===== src/rtl/apb_reg_subordinate.sv =====
// apb_reg_subordinate: APB completer with a strobed register bank, wait states and error reporting.
module apb_reg_subordinate #(
  parameter int AddrWidth = 32,
  parameter int DataWidth = 32,
  parameter int RegNum = 8,
  parameter int WaitStates = 0,
  parameter logic [RegNum-1:0] PrivMask = '0
) (
  input  logic                          clk,
  input  logic                          nReset,
  input  logic [AddrWidth-1:0]          addr,
  input  logic [3:0]                    prot,
  input  logic                          select,
  input  logic                          enable,
  input  logic                          write,
  input  logic [DataWidth-1:0]          wData,
  input  logic [DataWidth/8-1:0]        strb,
  output logic                          ready,
  output logic [DataWidth-1:0]          rData,
  output logic                          subError,
  output logic [RegNum*DataWidth-1:0]   regsOut
);
  localparam int B = DataWidth / 8;
  localparam int S = $clog2(B);
  localparam int IW = RegNum > 1 ? $clog2(RegNum) : 1;
  typedef enum logic {IDLE, ACCESS} state_t;
  state_t state_q, state_d;
  logic [3:0] cnt_q, cnt_d;
  logic err_q, err_d;
  logic [IW-1:0] idx_q, idx_d, idx_cap;
  logic [DataWidth-1:0] rdat_q, rdat_d;
  logic [DataWidth-1:0] regs [RegNum];
  logic [AddrWidth-1:0] word;
  logic in_range, bad, commit;
  logic unused_prot;
  assign unused_prot = ^prot[3:1];
  assign word = addr >> S;
  assign idx_cap = word[IW-1:0];
  // word index bounds the byte address exactly, so misaligned tails need no extra range term
  assign in_range = word < AddrWidth'(RegNum);
  assign bad = ((addr & AddrWidth'(B - 1)) != '0) || !in_range || (PrivMask[idx_cap] && !prot[0]);
  assign ready = (state_q == ACCESS) && (cnt_q == 4'd0);
  assign subError = ready && err_q;
  assign rData = ready ? rdat_q : '0;
  always_comb begin
    state_d = state_q;
    cnt_d = cnt_q;
    err_d = err_q;
    idx_d = idx_q;
    rdat_d = rdat_q;
    commit = 1'b0;
    if (state_q == IDLE) begin
      if (select && !enable) begin
        state_d = ACCESS;
        cnt_d = 4'(WaitStates);
        err_d = bad;
        idx_d = idx_cap;
        rdat_d = bad ? '0 : regs[idx_cap];
      end
    end else if (!select) begin
      state_d = IDLE;
    end else if (cnt_q == 4'd0) begin
      state_d = IDLE;
      commit = write && !err_q;
    end else if (enable) begin
      cnt_d = cnt_q - 4'd1;
    end
  end
  always_ff @(posedge clk or negedge nReset) begin
    if (!nReset) begin
      state_q <= IDLE;
      cnt_q <= '0;
      err_q <= 1'b0;
      idx_q <= '0;
      rdat_q <= '0;
    end else begin
      state_q <= state_d;
      cnt_q <= cnt_d;
      err_q <= err_d;
      idx_q <= idx_d;
      rdat_q <= rdat_d;
    end
  end
  always_ff @(posedge clk or negedge nReset) begin
    if (!nReset) begin
      for (int i = 0; i < RegNum; i++) regs[i] <= '0;
    end else if (commit) begin
      for (int i = 0; i < RegNum; i++)
        for (int k = 0; k < B; k++)
          if (idx_q == IW'(i) && strb[k]) regs[i][8*k +: 8] <= wData[8*k +: 8];
    end
  end
  for (genvar i = 0; i < RegNum; i++) begin : g_out
    assign regsOut[i*DataWidth +: DataWidth] = regs[i];
  end
endmodule


===== config.mk =====
export PLATFORM = sky130hd
export DESIGN_NAME = apb_reg_subordinate
export DESIGN_NICKNAME = d
export VERILOG_FILES = /design/src/rtl/apb_reg_subordinate.sv
export SDC_FILE = /design/constraint.sdc
export NUM_CORES = 1
export LEC_CHECK = 0
export CELL_PAD_IN_SITES_DETAIL_PLACEMENT = 0
export CELL_PAD_IN_SITES_GLOBAL_PLACEMENT = 2
export CORE_MARGIN = 2
export CORE_UTILIZATION = 34
export CTS_BUF_LIST = sky130_fd_sc_hd__clkbuf_4 sky130_fd_sc_hd__clkbuf_8
export DETAILED_ROUTE_END_ITERATION = 6
export GPL_TIMING_DRIVEN = 0
export PLACE_DENSITY_LB_ADDON = 0.1
export REMOVE_ABC_BUFFERS = 1
export SYNTH_ARGS = -nofsm -noshare
export SYNTH_HDL_FRONTEND = slang
export SYNTH_SLANG_ARGS = --single-unit
export TNS_END_PERCENT = 50

===== constraint.sdc =====
create_clock -name clk -period 2.63 [get_ports clk]
set_input_delay 0.526 -clock clk [delete_from_list [all_inputs] [get_ports clk]]
set_output_delay 0.526 -clock clk [all_outputs]
set_load 0.02 [all_outputs]

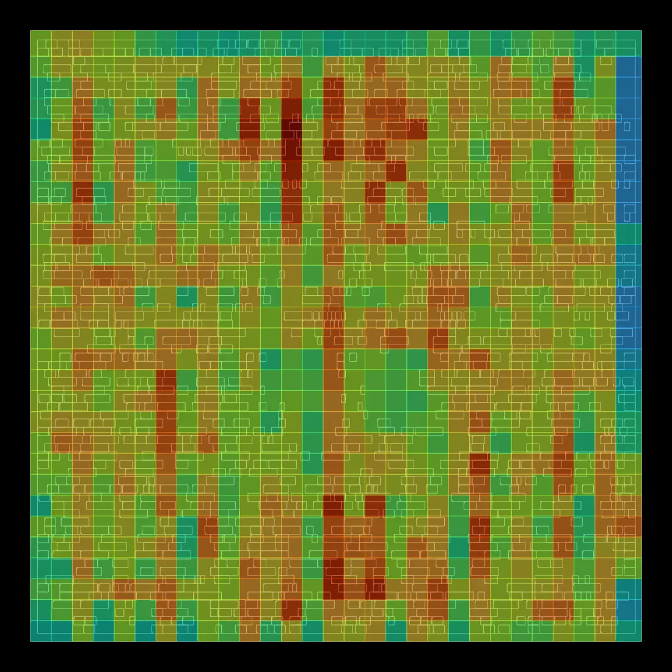
Fig. 1. Track usage over the die.
met1 usage in global routing: 0.2808
global routing met3 resource utilization: 0.06592
Avg WL per Cell: 24.19 um
final standard cell utilization of the core: 0.4871

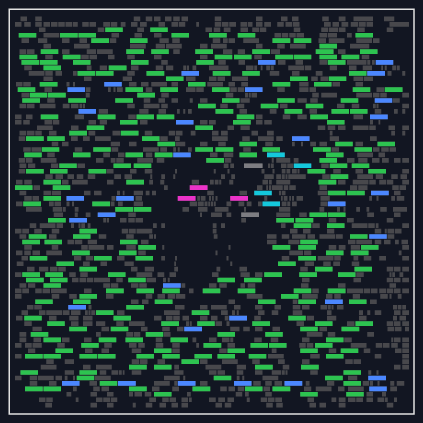
Fig. 2. Register map, names as in the netlist.
(2 px per um) Other sequential cells in the stronger grey, the rest of the logic in the fainter grey.
colour	signal	sequential cells
cyan	cnt_q	4
magenta	idx_q	3
blue	rdat_q	32
green	regsOut	256
not coloured	2

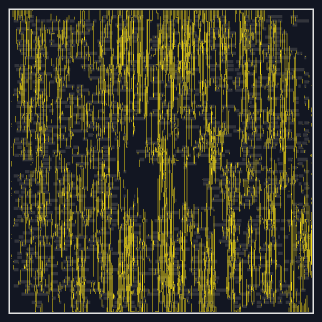
Fig. 3. M2 wires.
(1.5 px per um) Cells faint in the background.
wire length on this layer	21.4 mm
share of all routed wire	48%
longest straight run	87.0 um

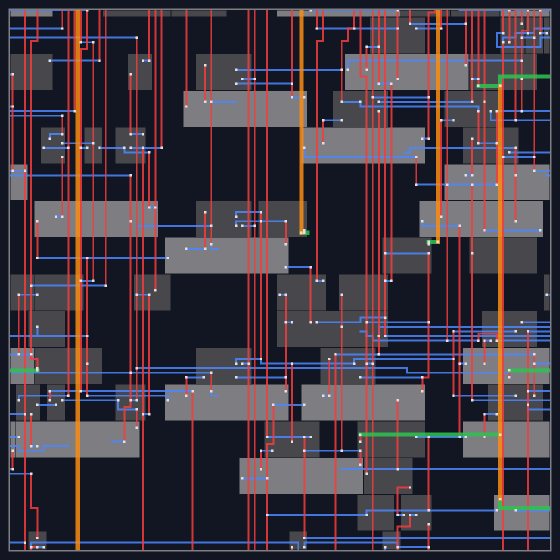
Fig. 4. Layout detail.
Window x 81 to 121, y 121 to 161 um. Cells in grey, sequential cells in the stronger grey; small squares are vias.
colour	layer
orange	metal 4
blue	metal 1
green	metal 3
red	metal 2
most frequent	dfrtp_1 (13), mux2_2 (11), clkdlybuf4s50_1 (7)
netlist names of flops here include	regsOut (11), rdat_q (2)
cells with their middle in the window	52
sequential cells in the window	13

==> results_tabular.tex <==
% Yosys + OpenROAD metrics
\begin{tabular}{lr}
\hline
Metric & Value \\
\hline
\multicolumn{2}{l}{\textbf{Outcome}} \\
\quad Run status & completed \\
\multicolumn{2}{l}{\textbf{Worst setup path}} \\
\quad Worst flop-to-flop path startpoint & cnt\_q[0]\$\_DFFE\_PN0P\_ \\
\quad Reg2reg path depth & 7 \\
\quad Data required time at the worst endpoint & around 2100 ps \\
\quad Slowest cell on crit path & sky130\_fd\_sc\_hd\_\_dfrtp\_1 \\
\quad Ordered cell list for the critical path & inv\_2 -> ha\_4 -> and4bb\_4 -> buf\_12 -> and2\_1 -> clkbuf\_4 \\
\multicolumn{2}{l}{\textbf{Global route}} \\
\quad Sum of overflow across all layers after global routing & 0 \\
\quad Met2 routing resource usage after global routing & 0.3564 \\
\quad Global routing's busiest layer & met2 \\
\quad Number of global-route vias before repair & between 9000 and 10000 \\
\quad Number of antenna violations at the first check in global routing & 2 \\
\multicolumn{2}{l}{\textbf{Floorplan}} \\
\quad Number of rows in the core area & 72 \\
\quad Share of the core filled by cells before placement & 0.3437 \\
\quad DIE WIDTH & between 200 and 250 um \\
\multicolumn{2}{l}{\textbf{Finish}} \\
\quad Growth of design area from synthesis to finish & 41.71\% \\
\quad Seq. cell area & 0.007433 sq mm \\
\quad Fraction of final layout cells sized beyond drive strength 1 & 0.3824 \\
\multicolumn{2}{l}{\textbf{Timing}} \\
\quad Normalized max-slew margin & 0.4331 \\
\quad Fin crit share & 0.9655 \\
\quad Fin. Hold Viols & 0 \\
\quad Fin. max-slew vios & 0 \\
\quad RSZ-0062 raised after global routing & yes \\
\multicolumn{2}{l}{\textbf{Flow run}} \\
\quad Number of OpenROAD warnings & 34 \\
\multicolumn{2}{l}{\textbf{Hold path}} \\
\quad Worst hold path class & reg2reg \\
\multicolumn{2}{l}{\textbf{Logic synthesis}} \\
\quad Most common cell in the netlist & sky130\_fd\_sc\_hd\_\_dfrtp\_1 \\
\quad Area fraction of the dominant cell type after synthesis & 0.5595 \\
\quad Most used standard cells in the synthesized netlist & sky130\_fd\_sc\_hd\_\_dfrtp\_1, sky130\_fd\_sc\_hd\_\_mux2\_2, sky130\_fd\_sc\_hd\_\_mux4\_2 \\
\quad Post-synthesis instance total & approximately 880 \\
\quad Top post-synthesis cells by area & sky130\_fd\_sc\_hd\_\_dfrtp\_1, sky130\_fd\_sc\_hd\_\_mux2\_2, sky130\_fd\_sc\_hd\_\_mux4\_2, sky130\_fd\_sc\_hd\_\_mux2i\_1, sky130\_fd\_sc\_hd\_\_and2\_1 \\
\multicolumn{2}{l}{\textbf{Clocking}} \\
\quad Number of clock buffers inserted by TritonCTS & roughly 53 \\
\hline
\end{tabular}
==> registers in the layout, summed over array words and instances, names as in the netlist <==
| name | flops |
|---|---|
| cnt_q | 4 |
| state_q | 1 |
| rdat_q | 32 |
| regsOut | 256 |
| err_q | 1 |
| idx_q | 3 |
==> layout make-up <==
cell class / count / share of cell area
Timing Repair Buffer: 381 / 0.2035
Clock buffer: 87 / 0.05929
Antenna cell: 1 / 0.0001329
Multi-Input combinational cell: 540 / 0.3047
Clock inverter: 5 / 0.001462
Tap cell: 518 / 0.03443
Inverter: 8 / 0.001595
Sequential cell: 297 / 0.3949
==> power by group <==
part | switching, mW | internal, mW
combinational | 0.580 | 0.491
sequential | 0.0635 | 4.61
clock | 1.98 | 2.65
total | 2.62 | 7.76
==> cells by family after synthesis <==
| group | count (synthesis) | synth area share |
|---|---|---|
| compound gates | 43 | 0.01790 |
| mux | 356 | 0.3529 |
| buf+inv | 43 | 0.01545 |
| fa+ha+maj | 1 | 0.0009417 |
| flops | 297 | 0.5595 |
| simple gates | 137 | 0.05331 |
==> what timing repair did <==
| item | 4_1_cts | 5_1_grt |
|---|---|---|
| hold buffers | 1 | 0 |
| setup buffers | 10 | 2 |
| resized | 154 | 16 |
| pin swaps | 1 | 2 |
| cloned | 3 | 0 |
| setup endpoints to repair | 290 | 106 |
| endpoints found under the hold margin | 109 | 0 |
==> per-layer routing <==
layer	share of wire	wire, um	up-vias
met2	0.48	21440	278
met3	0.068	3034	68
met1	0.43	19020	4818
li1	-	-	4075
met4	0.021	927	2
met5	0.00023	10	-
==> through the flow <==
stage	setup TNS [ps]	hold WS, ps
floorplan	0	230.4
global placement	-4024290	457.5
detailed placement	-167800	467.3
CTS	0	479.9
global route	-2254	501.3
finish	0	475.2
Power figures rest on the tool's default switching activity, not on a simulated workload.
